## src/rtl/systolic_pkg.sv

```systemverilog
// Shared defaults and width helpers for the systolic PE: operand extension and
// clamped/wrapped accumulation evaluated on a 64-bit working width.
package systolic_pkg;

  localparam int DEF_DATAWIDTH = 8;
  localparam int DEF_ACCWIDTH  = 3 * DEF_DATAWIDTH;
  localparam int MAXW          = 64;

  typedef logic [MAXW-1:0] wide_t;

  function automatic wide_t lo_mask(input int w);
    return (w >= MAXW) ? '1 : ((wide_t'(1) << w) - wide_t'(1));
  endfunction

  // Sign- or zero-extend the low w bits of v to the full working width.
  function automatic wide_t acc_ext(input wide_t v, input int w, input bit sgn);
    wide_t m;
    wide_t r;
    m = lo_mask(w);
    r = v & m;
    if (sgn && v[w-1]) r = r | ~m;
    return r;
  endfunction

  // Add two extended operands and fold the result back into w bits, either
  // clamping to the representable range or wrapping; ovf flags an out-of-range sum.
  function automatic wide_t sat_add(input wide_t x, input wide_t y, input int w,
                                    input bit sgn, input bit sat_en, output logic ovf);
    logic signed [MAXW-1:0] s;
    logic signed [MAXW-1:0] hi;
    logic signed [MAXW-1:0] lo;
    s = signed'(x + y);
    if (sgn) begin
      hi = signed'(lo_mask(w - 1));
      lo = signed'(~lo_mask(w - 1));
    end else begin
      hi = signed'(lo_mask(w));
      lo = '0;
    end
    ovf = 1'b0;
    if (s > hi) begin
      ovf = 1'b1;
      if (sat_en) s = hi;
    end else if (s < lo) begin
      ovf = 1'b1;
      if (sat_en) s = lo;
    end
    return wide_t'(s) & lo_mask(w);
  endfunction

endpackage

```

## src/rtl/pe_mac.sv

```systemverilog
// Combinational multiply / extend / accumulate for one systolic PE; no state.
module pe_mac
  import systolic_pkg::*;
#(
  parameter int DATAWIDTH = DEF_DATAWIDTH,
  parameter int ACCWIDTH  = DEF_ACCWIDTH,
  parameter int SIGNED    = 1,
  parameter bit SAT_EN    = 1'b0
) (
  input  logic [DATAWIDTH-1:0] i_a,
  input  logic [DATAWIDTH-1:0] i_w,
  input  logic [ACCWIDTH-1:0]  i_psum,
  output logic [ACCWIDTH-1:0]  o_sum,
  output logic                 o_ovf
);

  localparam bit SGN = (SIGNED != 0);

  logic [2*DATAWIDTH-1:0] w_a_x;
  logic [2*DATAWIDTH-1:0] w_w_x;
  logic [2*DATAWIDTH-1:0] w_prod;
  wide_t                  w_wide;
  logic                   w_ovf;
  logic                   w_unused_hi;

  // Extending to the product width first makes a plain low-half multiply exact.
  if (SGN) begin : g_sext
    assign w_a_x = {{DATAWIDTH{i_a[DATAWIDTH-1]}}, i_a};
    assign w_w_x = {{DATAWIDTH{i_w[DATAWIDTH-1]}}, i_w};
  end else begin : g_zext
    assign w_a_x = {{DATAWIDTH{1'b0}}, i_a};
    assign w_w_x = {{DATAWIDTH{1'b0}}, i_w};
  end

  assign w_prod = w_a_x * w_w_x;

  always_comb begin
    w_ovf  = 1'b0;
    w_wide = sat_add(acc_ext(wide_t'(w_prod), 2*DATAWIDTH, SGN),
                     acc_ext(wide_t'(i_psum), ACCWIDTH, SGN),
                     ACCWIDTH, SGN, SAT_EN, w_ovf);
  end

  assign o_sum       = w_wide[ACCWIDTH-1:0];
  assign o_ovf       = w_ovf;
  assign w_unused_hi = ^w_wide[MAXW-1:ACCWIDTH];

endmodule

```

## src/rtl/systolic_pe_dbuf.sv

```systemverilog
// Weight-stationary systolic MAC cell with shadow/active weight double buffer.
// Optional macro PE_SAT_EN: saturating accumulate with sticky overflow flag.
module systolic_pe_dbuf
  import systolic_pkg::*;
#(
  parameter int DATAWIDTH = DEF_DATAWIDTH,
  parameter int ACCWIDTH  = 3 * DATAWIDTH,
  parameter int SIGNED    = 1
) (
  input  logic                 clk,
  input  logic                 rst_n,
  input  logic                 wt_shift_en,
  input  logic [DATAWIDTH-1:0] wt_in,
  output logic [DATAWIDTH-1:0] wt_out,
  input  logic                 wt_swap,
  output logic                 wt_swap_out,
  input  logic                 valid_in,
  input  logic [DATAWIDTH-1:0] a_in,
  input  logic [ACCWIDTH-1:0]  psum_in,
  output logic                 valid_out,
  output logic [DATAWIDTH-1:0] a_out,
  output logic [ACCWIDTH-1:0]  psum_out,
  input  logic                 ovf_clr,
  output logic                 ovf_sticky
);

`ifdef PE_SAT_EN
  localparam bit SAT_EN = 1'b1;
`else
  localparam bit SAT_EN = 1'b0;
`endif

  logic [DATAWIDTH-1:0] r_w_act;
  logic [DATAWIDTH-1:0] r_w_shd;
  logic                 r_swap_d;
  logic                 r_vld;
  logic [DATAWIDTH-1:0] r_a;
  logic [ACCWIDTH-1:0]  r_psum;
  logic [ACCWIDTH-1:0]  w_sum;
  logic                 w_ovf;

  pe_mac #(
    .DATAWIDTH (DATAWIDTH),
    .ACCWIDTH  (ACCWIDTH),
    .SIGNED    (SIGNED),
    .SAT_EN    (SAT_EN)
  ) u_mac (
    .i_a    (a_in),
    .i_w    (r_w_act),
    .i_psum (psum_in),
    .o_sum  (w_sum),
    .o_ovf  (w_ovf)
  );

  // Swap reads the pre-edge shadow, so a simultaneous shift loads the next tile safely.
  always_ff @(posedge clk or negedge rst_n) begin
    if (!rst_n) begin
      r_w_act  <= '0;
      r_w_shd  <= '0;
      r_swap_d <= 1'b0;
      r_vld    <= 1'b0;
      r_a      <= '0;
      r_psum   <= '0;
    end else begin
      if (wt_swap)     r_w_act <= r_w_shd;
      if (wt_shift_en) r_w_shd <= wt_in;
      r_swap_d <= wt_swap;
      r_vld    <= valid_in;
      if (valid_in) begin
        r_a    <= a_in;
        r_psum <= w_sum;
      end
    end
  end

`ifdef PE_SAT_EN
  logic r_ovf;

  // A clamp in the same cycle as a clear leaves the flag set.
  always_ff @(posedge clk or negedge rst_n) begin
    if (!rst_n)                r_ovf <= 1'b0;
    else if (valid_in && w_ovf) r_ovf <= 1'b1;
    else if (ovf_clr)          r_ovf <= 1'b0;
  end

  assign ovf_sticky = r_ovf;
`else
  logic w_unused_ovf;

  assign w_unused_ovf = ^{ovf_clr, w_ovf};
  assign ovf_sticky   = 1'b0;
`endif

  assign wt_out      = r_w_shd;
  assign wt_swap_out = r_swap_d;
  assign valid_out   = r_vld;
  assign a_out       = r_a;
  assign psum_out    = r_psum;

endmodule

```

## config.mk

```make
export PLATFORM = sky130hd
export DESIGN_NAME = systolic_pe_dbuf
export DESIGN_NICKNAME = d
export VERILOG_FILES = /design/src/rtl/systolic_pkg.sv /design/src/rtl/pe_mac.sv /design/src/rtl/systolic_pe_dbuf.sv
export SDC_FILE = /design/constraint.sdc
export NUM_CORES = 1
export LEC_CHECK = 0
export CORE_UTILIZATION = 52
export DETAILED_ROUTE_END_ITERATION = 10
export PLACE_DENSITY_LB_ADDON = 0.2
export REMOVE_ABC_BUFFERS = 1
export SLEW_MARGIN = 20
export SYNTH_ARGS = -nofsm -noshare
export SYNTH_HDL_FRONTEND = slang
export SYNTH_SLANG_ARGS = --single-unit
```

## constraint.sdc

```tcl
create_clock -name clk -period 10.4 [get_ports clk]
set_input_delay 1.56 -clock clk [delete_from_list [all_inputs] [get_ports clk]]
set_output_delay 1.56 -clock clk [all_outputs]
set_load 0.01 [all_outputs]
```

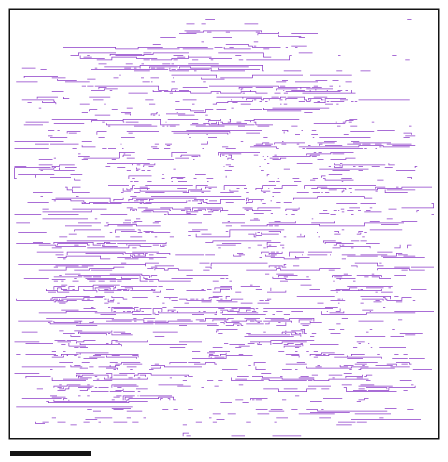
(run_1/met1.png)
Scale bar: 20 um.
main direction = horizontal
longest straight run = 31.3 um
via count: 4258
Routed WL: 11.74 mm
grt met1 use: 28.62%

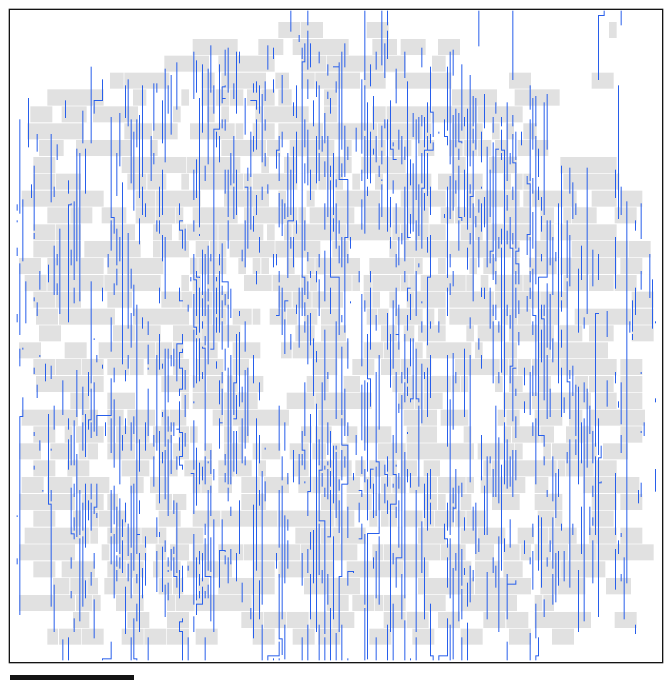
(run_1/met2.png)
Scale bar: 20 um. Cells faint in the background.
wire length on this layer = 6060 um
longest straight run = 61.5 um
main direction = vertical
GR Layer Usage met2: 41.26%

==> impl_metrics.env, run 1 <==
# flow metrics
export IMPL_status="finished, final reports clean"
export IMPL_rows=37
export IMPL_design_seq_count=50
export IMPL_place_port_buffers=86
export IMPL_dp_cells=782
export IMPL_yosys_area_sq_um=5543
export IMPL_post_drt_wl_per_cell_um=14.85
export IMPL_logic_area_sq_um=3879
export IMPL_instances_no_fill=790
export IMPL_postCtsSetupRepairBufs=0
export IMPL_synthFlopType="dfrtp_1"
export IMPL_critPathMaxStageDelay_ns=0.79
export IMPL_die_w_um=105.2
export IMPL_post_route_min_period_ns=8.807
export IMPL_synth_warnings=0
export IMPL_core_area_sq_um=10320
export IMPL_num_tap_cells=136
export IMPL_clock_sinks=50
export IMPL_grt_pass1_wl_mm=19.92
export IMPL_seq_share_pct=18.84
export IMPL_grt_util_all_layers_pct=22.37
export IMPL_top_area_cell="dfrtp_1"
export IMPL_ctsResizeCount=0
export IMPL_drt_initial_drc_count=135
export IMPL_design_portCount=89
export IMPL_synthArstFlopShare_pct=100.0
export IMPL_area_share_nonclk_buffers_pct=13.11
export IMPL_critPathMostFrequentCell="inv_1"
export IMPL_reg2reg_from="r_w_act[4]"
export IMPL_nClkBuffers=6
export IMPL_fmax_mhz=113.5
export IMPL_finalHoldViolations=0
export IMPL_cts_buffers=5
export IMPL_yosysTopAreaCellShare_pct=22.57
export IMPL_seqCellArea_sq_um=1251
export IMPL_nNetsFinal=809
export IMPL_die_height_um=105.2
export IMPL_cp_startpoint="a_in[7]"
export IMPL_hp_start="psum_out[23]"
export IMPL_clock_area_share_pct=1.658
export IMPL_cts_root_buffer="clkbuf_8"
export IMPL_comb_share_pct=58.40
export IMPL_ys_flops=50
export IMPL_critPathRequiredTime_ns=10.58
export IMPL_detail_route_antenna_nets=0
export IMPL_overflow=0
export IMPL_cap_viol_max_count=0
export IMPL_dominant_cells="multi-input combinational cells"
export IMPL_fin_crit_sh_pct=84.69
export IMPL_dp_hpwl_mm=9.455
export IMPL_crit_type="input pin to flip-flop"
export IMPL_edf_count=0
export IMPL_clockBufferDepth=2
export IMPL_setup_viol=0
export IMPL_num_nonclk_inverters=96
export IMPL_final_layout_size_suffix_gt1_share_pct=8.257
export IMPL_hp_class="flip-flop to flip-flop"
export IMPL_drtPass1Iterations=4
export IMPL_syn_cell_area_sq_um=5543
export IMPL_grt_pass1_vias=4386
export IMPL_grt_max_degree=51
export IMPL_cp_slowest_cell="xnor2_1"
export IMPL_place_gp_congestion=0.8422
export IMPL_viasPerCell=5.390
export IMPL_place_ws_ns=1.251
export IMPL_htreeDepth=2
export IMPL_clk_pin_slew_ns=0.10
export IMPL_tool_warnings=28
export IMPL_path_max_fanout=11
export IMPL_lay_top_count="inv_1"
export IMPL_startpoint_type="input pin"
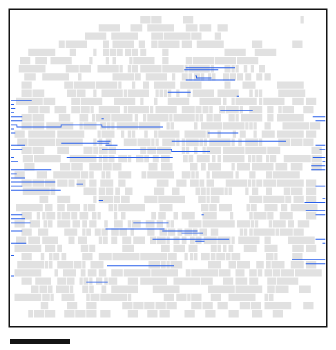
(run_1/met3.png)
Scale bar: 20 um. Cells faint in the background.
longest straight run = 37.7 um
wire length on this layer = 542 um
share of all routed wire = 4.6%
nets with wire on the layer = 61
met3 usage: 3.092%

==> run 1: state kept, by name (all words and copies together) (netlist names) <==
name / cells
wt_swap_out: 1
valid_out: 1
psum_out: 24
r_w_act: 8
wt_out: 8
a_out: 8
==> run 1: logic make-up after synthesis <==
kind of cell	after synthesis	share of synthesized area, %
other	1	0.06766
buffers and inverters	105	7.449
AND/OR/NAND/NOR	143	13.48
multiplexers	41	8.352
XOR/XNOR	31	4.898
flip-flops	50	22.57
AND-OR/OR-AND	86	10.77
adder cells (fa/ha/maj)	110	32.42
==> run 1: layer usage <==
metal,vias to the layer above,wire length [um],track usage [%]
met1,2117,5069,28.62
met4,0,60,2.414
met5,-,0,0
met3,7,541,3.092
met2,92,6063,41.26
li1,2042,-,-
==> run 1: worst paths after layout <==
path | cells past startpoint | slack, ns | endpoint
setup / recovery | 25 | 1.59 | psum_out[22]
hold / removal | 2 | 0.50 | psum_out[23]
setup reg to reg | 23 | 2.93 | psum_out[22]
hold reg to reg | 2 | 0.50 | psum_out[23]
max in group asynchronous | 2 | 8.61 | a_out[4]
min in group asynchronous | 2 | 1.36 | wt_out[4]
==> run 1: critical path: cells and delay by family <==
family | cells | cell delay [ns]
xor+xnor | 1 | 0.79
mux | 1 | 0.25
buf+inv | 6 | 1.01
simple gates | 1 | 0.21
compound gates | 10 | 2.13
fa+ha+maj | 6 | 3.01
## Run 2: what changed since run 1
==> constraint.sdc (replaced) <==
create_clock -name clk -period 9 [get_ports clk]
set_input_delay 1.35 -clock clk [delete_from_list [all_inputs] [get_ports clk]]
set_output_delay 1.35 -clock clk [all_outputs]
set_load 0.01 [all_outputs]
==> impl_metrics.env, run 2 <==
# flow metrics
export IMPL_status="finished, final reports clean"
export IMPL_yosys_area_sq_um=5543
export IMPL_routed_top_layer="met4"
export IMPL_ctsResizeCount=0
export IMPL_clockBufferDepth=2
export IMPL_path_buffers=6
export IMPL_edf_count=0
export IMPL_finalHoldViolations=0
export IMPL_nNetsFinal=810
export IMPL_fin_crit_sh_pct=90.38
export IMPL_core_area_sq_um=10320
export IMPL_instances_no_fill=791
export IMPL_critPathMaxStageDelay_ns=0.64
export IMPL_die_w_um=105.2
export IMPL_ys_flops=50
export IMPL_grt_max_degree=51
export IMPL_top_area_cell="dfrtp_1"
export IMPL_dp_cells=783
export IMPL_detail_route_antenna_nets=0
export IMPL_final_layout_size_suffix_gt1_share_pct=8.550
export IMPL_largest_register_ffs=24
export IMPL_yosysTopAreaCellShare_pct=22.57
export IMPL_cts_root_buffer="clkbuf_8"
export IMPL_cap_viol_max_count=0
export IMPL_viasPerCell=5.427
export IMPL_post_route_min_period_ns=8.134
export IMPL_setup_viol=0
export IMPL_place_port_buffers=86
export IMPL_tool_warnings=28
export IMPL_synthArstFlopShare_pct=100.0
export IMPL_lay_top_count="inv_1"
export IMPL_design_portCount=89
export IMPL_fmax_mhz=122.9
export IMPL_grt_pass1_vias=4571
export IMPL_wl_met2_mm=6.426
export IMPL_synth_warnings=0
export IMPL_clock_sinks=50
export IMPL_crit_type="input pin to flip-flop"
export IMPL_path_max_fanout=11
export IMPL_grt_busiest_layer="met2"
export IMPL_startpoint_type="input pin"
export IMPL_place_gp_congestion=0.8332
export IMPL_rows=37
export IMPL_post_drt_wl_per_cell_um=15.40
export IMPL_synthFlopType="dfrtp_1"
export IMPL_use_met2_pct=43.47
export IMPL_postCtsSetupRepairBufs=0
export IMPL_wl_met3_um=357
export IMPL_critPathRequiredTime_ns=9.17
export IMPL_grt_pass1_wl_mm=21.11
export IMPL_syn_cell_area_sq_um=5543
export IMPL_htreeDepth=2
export IMPL_cp_slowest_cell="fa_1"
-- run 2: netlist changes by cell type in the layout (fill, tap and decap cells not counted) --
cell / delta
bufinv_16: -1
clkbuf_8: +1
clkbuf_1: -1
clkinv_2: +1
buf_4: +1
-- run 2: area by class of cell --
class                   count  area [sq um]  share of cell area (%)
inverters                  96         360.3                   5.432
well taps                 136         170.2                   2.565
repair buffers             89         878.3                   13.24
multi-input cells         412          3879                   58.47
flip-flops and latches     50          1251                   18.86
clock buffers               6         82.58                   1.245
clock inverters             2         12.51                  0.1886
-- run 2: stage by stage --
stage                     worst slack [ns]
after floorplan                      1.462
after CTS                           0.8944
after global placement              0.7919
after detailed placement            0.6153
after global routing                0.4776
final                               0.8659
-- run 2: final timing paths --
path | startpoint | to | slack [ns] | cells past startpoint
setup / recovery | a_in[7] | psum_out[22] | 0.87 | 25
hold / removal | psum_out[23] | psum_out[23] | 0.50 | 2
setup reg to reg | r_w_act[4] | psum_out[22] | 2.00 | 24
hold reg to reg | psum_out[23] | psum_out[23] | 0.50 | 2
max in group asynchronous | rst_n | a_out[2] | 7.41 | 2
min in group asynchronous | rst_n | psum_out[9] | 1.16 | 2
-- run 2: cell families after synthesis --
kind of cell	share of synthesized area, %
and+or+nand+nor	13.48
adders and majority gates	32.42
buffers and inverters	7.449
AOI/OAI and AO/OA	10.77
DFF	22.57
muxes	8.352
xor gates and xnor gates	4.898
other	0.06766
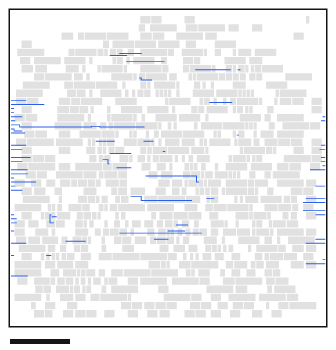
(run_2/met3.png)
Scale bar: 20 um. Cells faint in the background.
longest straight run = 27.1 um
nets with wire on the layer = 62
Routed WL: 12.18 mm
via count: 4293
met3 usage: 2.721%

## Run 3: what changed since run 2
--- a/config.mk
+++ b/config.mk
@@ -9,7 +9,9 @@
 export DETAILED_ROUTE_END_ITERATION = 10
 export PLACE_DENSITY_LB_ADDON = 0.2
 export REMOVE_ABC_BUFFERS = 1
+export SETUP_SLACK_MARGIN = 0.15
 export SLEW_MARGIN = 20
 export SYNTH_ARGS = -nofsm -noshare
 export SYNTH_HDL_FRONTEND = slang
 export SYNTH_SLANG_ARGS = --single-unit
+export TNS_END_PERCENT = 1
==> impl_metrics.env, run 3 <==
# flow metrics
export IMPL_wl_met1_mm=5.349
export IMPL_edf_count=0
export IMPL_place_port_buffers=86
export IMPL_htreeDepth=2
export IMPL_critPathMaxStageDelay_ns=0.64
export IMPL_fmax_mhz=122.9
export IMPL_drtPass1Iterations=4
export IMPL_instances_no_fill=791
export IMPL_place_gp_congestion=0.8332
export IMPL_hp_class="flip-flop to flip-flop"
export IMPL_yosys_area_sq_um=5543
export IMPL_wl_met3_um=357
export IMPL_routed_wl_mm=12.18
export IMPL_wl_met2_mm=6.426
export IMPL_grt_pass1_wl_mm=21.11
export IMPL_cap_viol_max_count=0
export IMPL_yosysTopAreaCellShare_pct=22.57
export IMPL_viasPerCell=5.427
export IMPL_critPathRequiredTime_ns=9.17
export IMPL_ys_flops=50
export IMPL_path_max_fanout=11
export IMPL_crit_type="input pin to flip-flop"
export IMPL_lay_top_count="inv_1"
export IMPL_grt_max_degree=51
export IMPL_cts_root_buffer="clkbuf_8"
export IMPL_clk_pin_slew_ns=0.10
export IMPL_postCtsSetupRepairBufs=0
export IMPL_startpoint_type="input pin"
export IMPL_die_height_um=105.2
export IMPL_grt_busiest_layer="met2"
export IMPL_post_route_min_period_ns=8.134
export IMPL_drt_initial_drc_count=139
export IMPL_synthArstFlopShare_pct=100.0
export IMPL_setup_viol=0
export IMPL_largest_register_ffs=24
export IMPL_status="finished, final reports clean"
export IMPL_use_met2_pct=43.47
export IMPL_cts_buffers=5
export IMPL_grt_met1_usage_pct=30.70
export IMPL_post_drt_wl_per_cell_um=15.40
export IMPL_finalHoldViolations=0
export IMPL_tool_warnings=28
export IMPL_grt_util_all_layers_pct=23.60
export IMPL_rows=37
export IMPL_dp_hpwl_mm=9.773
export IMPL_cp_slowest_cell="fa_1"
export IMPL_dp_cells=783
export IMPL_top_area_cell="dfrtp_1"
export IMPL_synthFlopType="dfrtp_1"
export IMPL_final_layout_size_suffix_gt1_share_pct=8.550
export IMPL_synth_warnings=0
==> run 3: path summary, 6_finish.rpt <==
kind	start	to	slack, ns	depth (start not counted)
max	a_in[7]	psum_out[22]	0.87	25
min in group asynchronous	rst_n	psum_out[9]	1.16	2
min reg2reg	psum_out[23]	psum_out[23]	0.50	2
min	psum_out[23]	psum_out[23]	0.50	2
max in group asynchronous	rst_n	a_out[2]	7.41	2
max reg2reg	r_w_act[4]	psum_out[22]	2.00	24
==> run 3: critical path, delay by kind of cell <==
| family | cells | cell delay [ns] |
|---|---|---|
| xor+xnor | 1 | 0.14 |
| buf+inv | 6 | 1.07 |
| mux | 1 | 0.27 |
| fa+ha+maj | 6 | 2.99 |
| compound gates | 10 | 2.19 |
| simple gates | 1 | 0.28 |
==> run 3: cell type report <==
type / count / area, sq um / area share (%)
clock buffers: 6 / 82.58 / 1.245
clock inverters: 2 / 12.51 / 0.1886
inverters: 96 / 360.3 / 5.432
multi-input cells: 412 / 3879 / 58.47
flip-flops and latches: 50 / 1251 / 18.86
well taps: 136 / 170.2 / 2.565
repair buffers: 89 / 878.3 / 13.24
==> run 3: cells by family (layout without fill, tap and decap cells) <==
logic type | Yosys count | count (layout) | share of synthesized area, %
AND-OR/OR-AND | 86 | 86 | 10.77
XOR/XNOR | 31 | 31 | 4.898
adder cells (fa/ha/maj) | 110 | 110 | 32.42
buffers and inverters | 105 | 193 | 7.449
flip-flops | 50 | 50 | 22.57
multiplexers | 41 | 41 | 8.352
other | 1 | 1 | 0.06766
AND/OR/NAND/NOR | 143 | 143 | 13.48
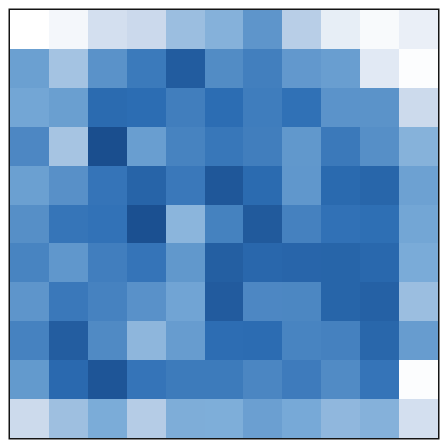
(run_3/density.png)
The die is cut into 11 by 11 equal tiles; white is low, dark blue is high, 0 to 100% covered.
nearly empty tiles = 2.5%
emptiest ninth of the die = upper right
mean over tiles = 58%
fullest tile = 88%
tiles over 75% full = 22%
fin util: 64.26%
core area: 10320 sq um
Floorplan Utilization: 53.69%

